[config.mk]
export PLATFORM = sky130hd
export DESIGN_NAME = mux_scan_nx1
export DESIGN_NICKNAME = d
export VERILOG_FILES = /design/src/rtl/mux_pkg.sv /design/src/rtl/mux_nx1.sv /design/src/rtl/mux_scan_nx1.sv
export SDC_FILE = /design/constraint.sdc
export NUM_CORES = 1
export LEC_CHECK = 0
export CAP_MARGIN = 10
export CORE_ASPECT_RATIO = 0.75
export CORE_MARGIN = 1.5
export CORE_UTILIZATION = 45
export CTS_BUF_LIST = sky130_fd_sc_hd__clkbuf_8
export DETAILED_ROUTE_END_ITERATION = 16
export PLACE_DENSITY = 0.74
export REMOVE_ABC_BUFFERS = 1
export SYNTH_ARGS = -nofsm -noshare
export SYNTH_HDL_FRONTEND = slang
export SYNTH_SLANG_ARGS = --single-unit
[constraint.sdc]
create_clock -name clk -period 5.15 [get_ports clk]
set_input_delay 1.2875 -clock clk [delete_from_list [all_inputs] [get_ports clk]]
set_output_delay 1.2875 -clock clk [all_outputs]
set_load 0.01 [all_outputs]
[src/rtl/mux_pkg.sv]
// mux_pkg -- shared definitions for the scanning N:1 multiplexer.
// Holds the MANUAL/SCAN state encodings and the width helpers used to
// size the channel select from the channel count.
package mux_pkg;

  // Operating mode doubles as the FSM state: the state register simply
  // follows the mode input, so the encodings match the mode pin.
  typedef enum logic {
    MANUAL = 1'b0,
    SCAN   = 1'b1
  } state_t;

  // Width of the dwell counter; large enough for DWELL up to 255.
  localparam int CNT_W = 8;

  // Ceiling log2, usable in constant expressions.
  function automatic int clog2(input int value);
    int r;
    int v;
    r = 0;
    v = value - 1;
    while (v > 0) begin
      r++;
      v = v >> 1;
    end
    return r;
  endfunction

  // Select width never drops below one bit, even for tiny channel counts.
  function automatic int sel_width(input int n);
    return (clog2(n) < 1) ? 1 : clog2(n);
  endfunction

endpackage

[src/rtl/mux_nx1.sv]
// mux_nx1 -- purely combinational N:1 channel selector.
// Ports:
//   data_in  N*W  packed channels, channel k at bits [k*W+W-1 : k*W]
//   sel      SW   channel index
//   y        W    selected channel, all zeros when sel >= N
module mux_nx1
  import mux_pkg::*;
#(
  parameter int N = 5,
  parameter int W = 1,
  localparam int SW = sel_width(N)
) (
  input  logic [N*W-1:0] data_in,
  input  logic [SW-1:0]  sel,
  output logic [W-1:0]   y
);

  // Indices that match no channel fall through to the zero default, which
  // is how out-of-range selects produce an all-zero result.
  always_comb begin
    y = '0;
    for (int k = 0; k < N; k++) begin
      if (sel == SW'(k)) begin
        y = data_in[k*W +: W];
      end
    end
  end

endmodule

[src/rtl/mux_scan_nx1.sv]
// mux_scan_nx1 -- registered N:1 multiplexer with manual and scan modes.
// In MANUAL the channel register is loaded from sel on demand (any index).
// In SCAN the channel register steps through 0..N-1, dwelling DWELL cycles
// on each channel; out-of-range loads are refused and flagged.
// Ports:
//   clk      1     rising-edge clock
//   reset    1     synchronous active-high reset
//   data_in  N*W   packed channels
//   sel      SW    requested channel index
//   load     1     capture sel into the channel register
//   mode     1     0 = MANUAL, 1 = SCAN
//   out      W     registered data of the current channel (1-cycle latency)
//   cur_sel  SW    current channel register
//   invalid  1     cur_sel holds an index >= N
//   wrap     1     pulse when scanning wraps from N-1 to 0
//   rej      1     pulse when a load is refused in SCAN
module mux_scan_nx1
  import mux_pkg::*;
#(
  parameter int N     = 5,
  parameter int W     = 1,
  parameter int DWELL = 4,
  localparam int SW   = sel_width(N)
) (
  input  logic           clk,
  input  logic           reset,
  input  logic [N*W-1:0] data_in,
  input  logic [SW-1:0]  sel,
  input  logic           load,
  input  logic           mode,
  output logic [W-1:0]   out,
  output logic [SW-1:0]  cur_sel,
  output logic           invalid,
  output logic           wrap,
  output logic           rej
);

  state_t           state;
  state_t           state_next;
  logic [SW-1:0]    sel_next;
  logic [CNT_W-1:0] cnt;
  logic [CNT_W-1:0] cnt_next;
  logic             wrap_next;
  logic             rej_next;
  logic [W-1:0]     mux_y;
  logic             sel_valid;
  logic             cur_last;
  logic             cnt_last;

  mux_nx1 #(
    .N (N),
    .W (W)
  ) u_mux (
    .data_in (data_in),
    .sel     (cur_sel),
    .y       (mux_y)
  );

  assign invalid   = (int'(cur_sel) >= N);
  assign sel_valid = (int'(sel) < N);
  assign cur_last  = (int'(cur_sel) == N - 1);
  assign cnt_last  = (cnt == CNT_W'(DWELL - 1));

  // Next-state logic. Mode changes are handled from the current state so
  // the edge that enters or leaves SCAN can clean up the counter and any
  // out-of-range channel before scanning starts; loads are ignored on
  // those transition edges.
  always_comb begin
    state_next = state_t'(mode);
    sel_next   = cur_sel;
    cnt_next   = cnt;
    wrap_next  = 1'b0;
    rej_next   = 1'b0;
    case (state)
      MANUAL: begin
        cnt_next = '0;
        if (mode) begin
          if (invalid) begin
            sel_next = '0;
          end
        end else if (load) begin
          sel_next = sel;
        end
      end
      SCAN: begin
        if (!mode) begin
          cnt_next = '0;
        end else if (load && sel_valid) begin
          sel_next = sel;
          cnt_next = '0;
        end else if (load) begin
          rej_next = 1'b1;
        end else if (cnt_last) begin
          cnt_next = '0;
          if (cur_last) begin
            sel_next  = '0;
            wrap_next = 1'b1;
          end else begin
            sel_next = cur_sel + 1'b1;
          end
        end else begin
          cnt_next = cnt + 1'b1;
        end
      end
      default: begin
        cnt_next = '0;
      end
    endcase
  end

  // State, channel, counter, pulses and the output data register.
  always_ff @(posedge clk) begin
    if (reset) begin
      state   <= MANUAL;
      cur_sel <= '0;
      cnt     <= '0;
      out     <= '0;
      wrap    <= 1'b0;
      rej     <= 1'b0;
    end else begin
      state   <= state_next;
      cur_sel <= sel_next;
      cnt     <= cnt_next;
      out     <= mux_y;
      wrap    <= wrap_next;
      rej     <= rej_next;
    end
  end

endmodule

m1.png
Bar = 20 um. Supply wires on this layer in grey.
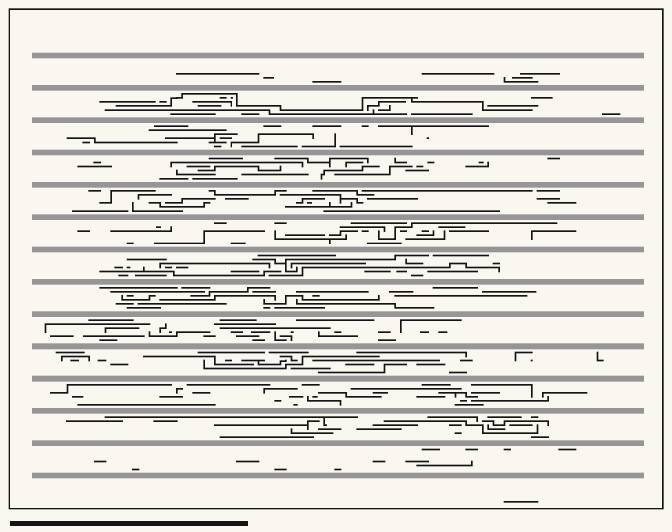
share of all routed wire	52%
nets with wire on the layer	126
wire length on this layer	1020 um
main direction	horizontal

m2.png
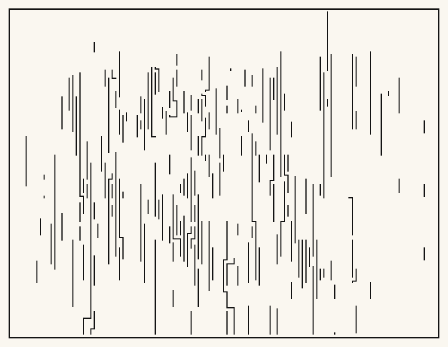
nets with wire on the layer	122
share of all routed wire	41%
longest straight run	19.9 um
main direction	vertical

m3.png
Bar = 20 um.
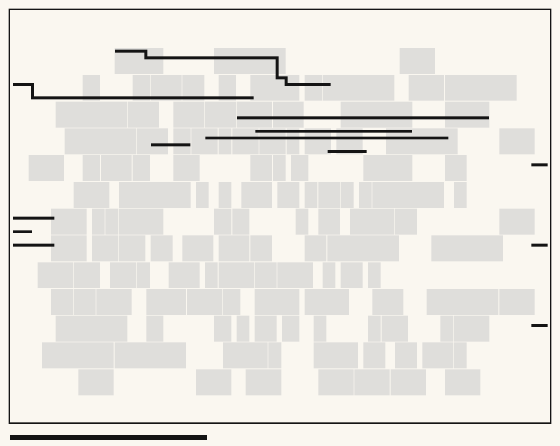
longest straight run	25.3 um
main direction	horizontal

==> results.ini <==
[run_status]
status=completed

[sta]
setup_violations=0
slew_headroom=0.610
timing.fmax_mhz=327
period_minus_slack_ns=3.06
finalSetupTns_ns=0
finalCritPeriodShare=0.593
tightest_slew_ns=0.582
hold_viol_final=0

[global_routing]
grt_start_max_net_pins=16
grt_pass1_vias=769
grt_pass1_wl_mm=3.42
antenna_found_initial=0
grt-ovfl-total=0

[logic_synthesis]
synth.avg_cell_area_sq_um=8.57
synth_warnings=0
synthTopCellsByCount=15 x dfxtp_1, 10 x inv_1, 8 x nor3_1
most_common_cell=dfxtp_1
yosys-top-cells-area=dfxtp_1 33%, ha_1 8.3%, xor2_1 4.8%
mappedNetlistArea_sq_um=908
ys_seq_share=0.331
top_area_frac=0.331
yosysUniqueCellTypes=33
ff_type=dfxtp_1
yosysChipArea_sq_um=908
ys_async_sr_fraction=0
synth_area_leader_cell=dfxtp_1
synth_cells=106
ys_ff=15

[floorplan]
chipArea_sq_um=2300
die_w_um=54.9
fp-utilization=0.499
coreArea_sq_um=1820
die_y_um=41.9
row_count=13

[route]
dr_total_vias=841
post-route-drc-count=0
drtIter0Drc=16
viasPerCell=5.68
wl_per_cell_um=13.3
ant_nets=0

[clock_network]
cts_tree=yes
cts_hold_buf=0
clkTransAtPathRegs_ns=0.06
htreeDepth=1
cts_buffers=3
insertion_delay_ns=0.25
clock_sinks=15
clock_path_buffers=2

[placement]
hpwl_mm=1.55
gp_congestion=0.787

[finish]
drive_above_1_share=0.0317
n_antenna_cell=0
layout.nets=145
lay_top_cells=18 x clkdlybuf4s50_1, 15 x dfxtp_1, 11 x inv_1, 8 x nor3_1
mostFrequentLayoutCell=clkdlybuf4s50_1

[critical_path]
cpMaxStageDelayCell=clkdlybuf4s50_1
cpPeakStageDelay_ns=0.46
critPathBufInv=3
crit_fanout=6
cp.required_ns=3.86
critPathCaptureType=primary output
crit_type=reg2out
start_kind=flip-flop
arrival_ns=1.77

[power_and_ir_drop]
ir_drop_v=0.000129
pwr-share-comb=0.174
seq_power_share=0.473
seq_cell_power_uw=124
p_clk_uw=92.2
p_clk_frac=0.353
total_leakage_power_nw=0.431
p_total_uw=261
switching_share=0.249
p_switching_uw=65.0
powerDensity_nw_per_um2=226

[flow_run]
warning_count=28
drv_cap=0

## worst paths after layout
check                   from       to  slack [ns]  cells past startpoint
setup reg to reg      cnt[0]   cnt[3]        3.11                      5
setup / recovery  cur_sel[1]  invalid        2.09                      6
hold / removal        cnt[1]   cnt[1]        0.50                      1
hold reg to reg       cnt[1]   cnt[1]        0.50                      1
## cell families (layout without fill, tap and decap cells)
kind of cell | Yosys count | after routing | share of synthesized area
compound gates | 25 | 25 | 0.209
xor+xnor | 5 | 5 | 0.0482
fa+ha+maj | 6 | 6 | 0.0826
buf+inv | 12 | 32 | 0.0496
flops | 15 | 15 | 0.331
mux | 3 | 3 | 0.0344
simple gates | 40 | 40 | 0.245
## registers in the layout, indices dropped and copies added (netlist names)
signal	flops
cur_sel	3
rej	1
wrap	1
cnt	8
out	1
state	1
## per-layer routing
| layer | global-route usage | share of wire |
|---|---|---|
| met4 | 0.0300 | 0 |
| met1 | 0.307 | 0.52 |
| met3 | 0.0755 | 0.069 |
| met5 | 0 | 0 |
| met2 | 0.267 | 0.41 |
## stage by stage
| stage | util | instances | hold slack, ns | instance area [sq um] | setup slack (ns) |
|---|---|---|---|---|---|
| floorplan | - | 104 | 0.449 | 901 | 2.71 |
| global placement | 0.609 | 144 | 0.474 | 1110 | 2.15 |
| detailed placement | 0.609 | 144 | 0.481 | 1110 | 2.10 |
| CTS | 0.633 | 148 | 0.499 | 1150 | 2.09 |
| global route | 0.633 | 148 | 0.528 | 1150 | 1.95 |
| finish | 0.633 | 148 | 0.502 | 1150 | 2.09 |
## layout make-up
class,count,area (sq um),area share
clock buffers,3,41.3,0.0358
inverters,10,37.5,0.0325
well taps,22,27.5,0.0239
repair buffers,18,180,0.156
flip-flops and latches,15,300,0.260
clock inverters,1,3.75,0.00325
multi-input cells,79,563,0.488
Power and IR drop assume default switching activity.
